`src/rtl/qmac_pipe.sv`:
```
// qmac_pipe: pipelined sign-magnitude fixed-point multiply-accumulate unit.
//
// The unit takes one operand pair per cycle. It multiplies the two
// magnitudes, rounds or truncates each product to Q fractional bits, and
// saturates it to an N-bit sign-magnitude term. Terms are summed in a signed
// N+G-bit accumulator. On the term marked i_last it emits one saturated
// N-bit sign-magnitude result, a sticky overflow flag and the term count.
//
// Pipeline: operand register -> product register (P1) -> term register (P2)
// -> accumulator/output. A last pair accepted at edge k shows up on o_valid
// after edge k+3.
//
// Ports:
//   i_clk, i_rst       clock (rising edge), asynchronous active-high reset
//   i_valid, o_ready   operand handshake; o_ready = !(o_valid && !i_ready)
//   i_multiplicand     sign-magnitude operand A (N bits)
//   i_multiplier       sign-magnitude operand B (N bits)
//   i_last             marks the final term of a vector
//   o_valid, i_ready   result handshake; the result is held until accepted
//   o_result           saturated sign-magnitude dot product (N bits)
//   o_ovr              sticky flag: saturation somewhere in this vector
//   o_count            number of terms in the vector, saturating at 65535
module qmac_pipe #(
  parameter int N     = 32,
  parameter int Q     = 24,
  parameter int G     = 8,
  parameter bit ROUND = 1'b1
) (
  input  logic         i_clk,
  input  logic         i_rst,
  input  logic         i_valid,
  output logic         o_ready,
  input  logic [N-1:0] i_multiplicand,
  input  logic [N-1:0] i_multiplier,
  input  logic         i_last,
  output logic         o_valid,
  input  logic         i_ready,
  output logic [N-1:0] o_result,
  output logic         o_ovr,
  output logic [15:0]  o_count
);

  localparam int W  = N + G;
  localparam int MW = 2 * N - 2;

  localparam logic [MW:0]          RND_ADD      = ROUND ? ({{MW{1'b0}}, 1'b1} << (Q - 1)) : '0;
  localparam logic [N-2:0]         MAX_MAG      = '1;
  localparam logic [MW:0]          MAX_MAG_WIDE = {{(MW + 2 - N){1'b0}}, MAX_MAG};
  localparam logic [W-1:0]         OUT_MAX      = {{(G + 1){1'b0}}, MAX_MAG};
  localparam logic signed [W-1:0]  ACC_MAX      = {1'b0, {(W - 1){1'b1}}};
  localparam logic signed [W:0]    SUM_MAX      = {2'b00, {(W - 1){1'b1}}};
  localparam logic signed [W:0]    SUM_MIN      = -SUM_MAX;

  logic w_stall;
  logic w_accept;

  // Operand register
  logic         r_s0_valid;
  logic [N-1:0] r_s0_a;
  logic [N-1:0] r_s0_b;
  logic         r_s0_last;

  // P1: product register
  logic [MW-1:0] w_p1_mag;
  logic          w_p1_sign;
  logic          r_p1_valid;
  logic [MW-1:0] r_p1_mag;
  logic          r_p1_sign;
  logic          r_p1_last;

  // P2: scaled, saturated, signed term register
  logic [MW:0]          w_rounded;
  logic [MW:0]          w_scaled;
  logic                 w_term_ovr;
  logic [N-2:0]         w_term_mag;
  logic [W-1:0]         w_term_ext;
  logic [W-1:0]         w_term;
  logic                 r_p2_valid;
  logic signed [W-1:0]  r_p2_term;
  logic                 r_p2_ovr;
  logic                 r_p2_last;

  // Accumulator and output
  logic signed [W-1:0]  r_acc;
  logic                 r_first;
  logic                 r_vec_ovr;
  logic [15:0]          r_cnt;
  logic signed [W-1:0]  w_base;
  logic signed [W:0]    w_sum;
  logic                 w_acc_ovr;
  logic [W-1:0]         w_acc_next;
  logic [W-1:0]         w_abs;
  logic                 w_out_ovr;
  logic [N-2:0]         w_out_mag;
  logic [15:0]          w_cnt_base;
  logic [15:0]          w_cnt_next;
  logic                 w_vec_next;
  logic                 r_out_valid;
  logic [N-1:0]         r_out_result;
  logic                 r_out_ovr;
  logic [15:0]          r_out_count;

  assign w_stall  = r_out_valid && !i_ready;
  assign o_ready  = !w_stall;
  assign w_accept = i_valid && o_ready;

  // A zero product is always positive so that -0 operands give +0.
  assign w_p1_mag  = {{(N - 1){1'b0}}, r_s0_a[N-2:0]} * {{(N - 1){1'b0}}, r_s0_b[N-2:0]};
  assign w_p1_sign = (r_s0_a[N-1] ^ r_s0_b[N-1]) && (w_p1_mag != '0);

  // One spare bit on the rounding add keeps the carry out of the top.
  assign w_rounded  = {1'b0, r_p1_mag} + RND_ADD;
  assign w_scaled   = w_rounded >> Q;
  assign w_term_ovr = w_scaled > MAX_MAG_WIDE;
  assign w_term_mag = w_term_ovr ? MAX_MAG : w_scaled[N-2:0];
  assign w_term_ext = {{(G + 1){1'b0}}, w_term_mag};
  assign w_term     = r_p1_sign ? -w_term_ext : w_term_ext;

  // The sum is formed one bit wider so signed overflow is a plain range test.
  // The range is symmetric, so the most negative code also counts as overflow.
  assign w_base     = r_first ? '0 : r_acc;
  assign w_sum      = {w_base[W-1], w_base} + {r_p2_term[W-1], r_p2_term};
  assign w_acc_ovr  = (w_sum > SUM_MAX) || (w_sum < SUM_MIN);
  assign w_acc_next = w_acc_ovr ? (w_sum[W] ? -ACC_MAX : ACC_MAX) : w_sum[W-1:0];
  assign w_abs      = w_acc_next[W-1] ? -w_acc_next : w_acc_next;
  assign w_out_ovr  = w_abs > OUT_MAX;
  assign w_out_mag  = w_out_ovr ? MAX_MAG : w_abs[N-2:0];
  assign w_cnt_base = r_first ? 16'd0 : r_cnt;
  assign w_cnt_next = (&w_cnt_base) ? w_cnt_base : w_cnt_base + 16'd1;
  assign w_vec_next = (r_first ? 1'b0 : r_vec_ovr) | r_p2_ovr | w_acc_ovr;

  // Front pipeline: everything freezes while the output is stalled.
  always_ff @(posedge i_clk or posedge i_rst) begin
    if (i_rst) begin
      r_s0_valid <= 1'b0;
      r_s0_a     <= '0;
      r_s0_b     <= '0;
      r_s0_last  <= 1'b0;
      r_p1_valid <= 1'b0;
      r_p1_mag   <= '0;
      r_p1_sign  <= 1'b0;
      r_p1_last  <= 1'b0;
      r_p2_valid <= 1'b0;
      r_p2_term  <= '0;
      r_p2_ovr   <= 1'b0;
      r_p2_last  <= 1'b0;
    end else if (!w_stall) begin
      r_s0_valid <= w_accept;
      if (w_accept) begin
        r_s0_a    <= i_multiplicand;
        r_s0_b    <= i_multiplier;
        r_s0_last <= i_last;
      end
      r_p1_valid <= r_s0_valid;
      r_p1_mag   <= w_p1_mag;
      r_p1_sign  <= w_p1_sign;
      r_p1_last  <= r_s0_last;
      r_p2_valid <= r_p1_valid;
      r_p2_term  <= w_term;
      r_p2_ovr   <= w_term_ovr;
      r_p2_last  <= r_p1_last;
    end
  end

  // Accumulator and output register. When not stalled any held result is
  // being accepted this edge, so o_valid follows "a last term arrives".
  always_ff @(posedge i_clk or posedge i_rst) begin
    if (i_rst) begin
      r_acc        <= '0;
      r_first      <= 1'b1;
      r_vec_ovr    <= 1'b0;
      r_cnt        <= '0;
      r_out_valid  <= 1'b0;
      r_out_result <= '0;
      r_out_ovr    <= 1'b0;
      r_out_count  <= '0;
    end else if (!w_stall) begin
      r_out_valid <= r_p2_valid && r_p2_last;
      if (r_p2_valid) begin
        if (r_p2_last) begin
          r_acc        <= '0;
          r_first      <= 1'b1;
          r_vec_ovr    <= 1'b0;
          r_cnt        <= '0;
          r_out_result <= {w_acc_next[W-1], w_out_mag};
          r_out_ovr    <= w_vec_next | w_out_ovr;
          r_out_count  <= w_cnt_next;
        end else begin
          r_acc     <= w_acc_next;
          r_first   <= 1'b0;
          r_vec_ovr <= w_vec_next;
          r_cnt     <= w_cnt_next;
        end
      end
    end
  end

  assign o_valid  = r_out_valid;
  assign o_result = r_out_result;
  assign o_ovr    = r_out_ovr;
  assign o_count  = r_out_count;

endmodule

```
`config.mk`:
```
export PLATFORM = sky130hd
export DESIGN_NAME = qmac_pipe
export DESIGN_NICKNAME = d
export VERILOG_FILES = /design/src/rtl/qmac_pipe.sv
export SDC_FILE = /design/constraint.sdc
export NUM_CORES = 2
export LEC_CHECK = 0
export CAP_MARGIN = 20
export CORE_MARGIN = 2
export CORE_UTILIZATION = 60
export DETAILED_ROUTE_END_ITERATION = 10
export PLACE_DENSITY = 0.75
export SYNTH_ARGS = -nofsm -noshare
export SYNTH_HDL_FRONTEND = slang
export SYNTH_SLANG_ARGS = --single-unit
```
`constraint.sdc`:
```
create_clock -name i_clk -period 9.6 [get_ports i_clk]
set_input_delay 1.44 -clock i_clk [delete_from_list [all_inputs] [get_ports i_clk]]
set_output_delay 1.44 -clock i_clk [all_outputs]
set_load 0.02 [all_outputs]
```
Figure 1. Cell placement.
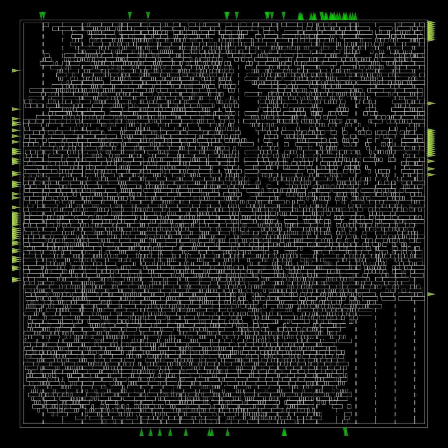
FP Rows: 104
tap cells: 1,060
flop share of the area: 12.53%
flop count: 259
Final Util: 64.57%

Figure 2. The metal 4 layer.
Supply wires on this layer in gray. Cells faint in the background.
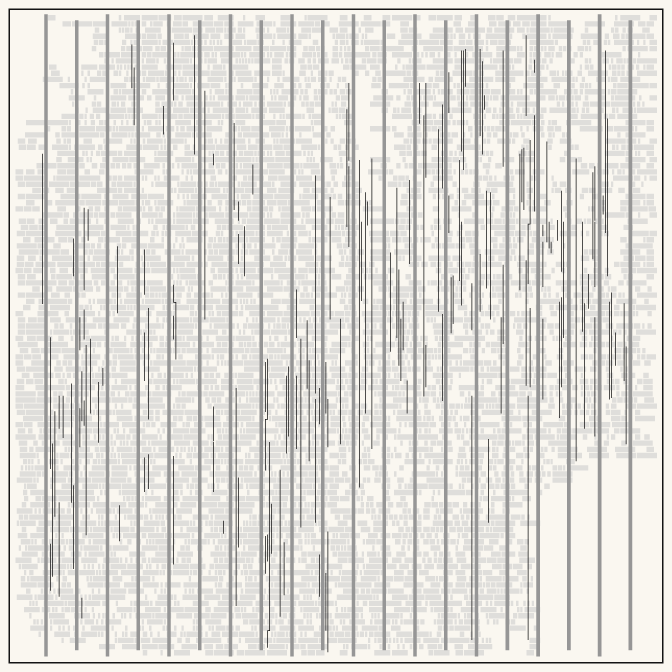
nets with wire on the layer: 126
wire length on this layer: 5,880 um
main direction: vertical
longest straight run: 144 um
DRT Wirelength: 135,000 um
Vias: 38.44k

Figure 3. Met3 routing.
Scale bar: 100 um.
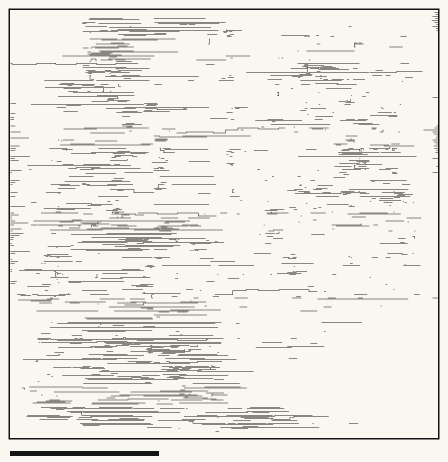
nets with wire on the layer: 532
longest straight run: 113 um
main direction: horizontal

## how the worst max path moves through the flow
stage                           from         end  slack [ns]  cells past startpoint
final                     r_s0_b[19]   r_p1_sign        0.32                     27
after global routing      r_s0_b[19]   r_p1_sign       0.009                     26
after CTS                  r_s0_b[4]   r_p1_sign        0.34                     28
after detailed placement   r_s0_b[4]   r_p1_sign        0.39                     28
after global placement     r_s0_b[4]   r_p1_sign        0.43                     28
after floorplan                i_rst  o_count[0]        1.03                      1
## final cells by class
cell class                      instances  area share [%]
Tap cell                             1060           2.562
Clock buffer                           45           1.842
Sequential cell                       259           12.53
Timing Repair Buffer                  232           4.085
Multi-Input combinational cell       4000           71.99
Clock inverter                         17          0.5560
Inverter                              884           6.425
Antenna cell                            1        0.004835
==> results.txt <==
fresh numbers from the pnr run: Setup-failing EPs final 0, CORE AREA 80,160 um2, DR pass1 iterations 7, Worst path max stage delay 0.88 ns, most frequent logic cell in the layout inv_1, Synth Area in XOR/XNOR 2.791%, comb area leader adder cells, yosys warns 0, Crit Path Class flop to flop, Final Hold Fails 0, number of nets with antenna violations after routing 0, post-synth net total 6,669, DP Cell Count 6,435, Nets 6,618, initial antenna violation count 1, reg2reg path depth 27, Final Cycle Share 96.71%, status completed, clk slew on worst S/H paths 0.07 ns, Mapped Cells 5,463, Synth area leader fa_1, grt total ovfl 0, Area growth syn-to-layout 7.202%, max-capacitance violation count 0, EDFF count, synth 0, 1st-iter DRT viols 2,876, total track usage 33.77%, most frequent CP cell fa_1, FP Util 60.23%, CTS tree done, CP required 10.04 ns, Die Ht 287.7 um, R2R Path End r_p1_sign, Slew headroom 21.80%, Registers, synthesis 259, Placed Instance Area 50,500 um2
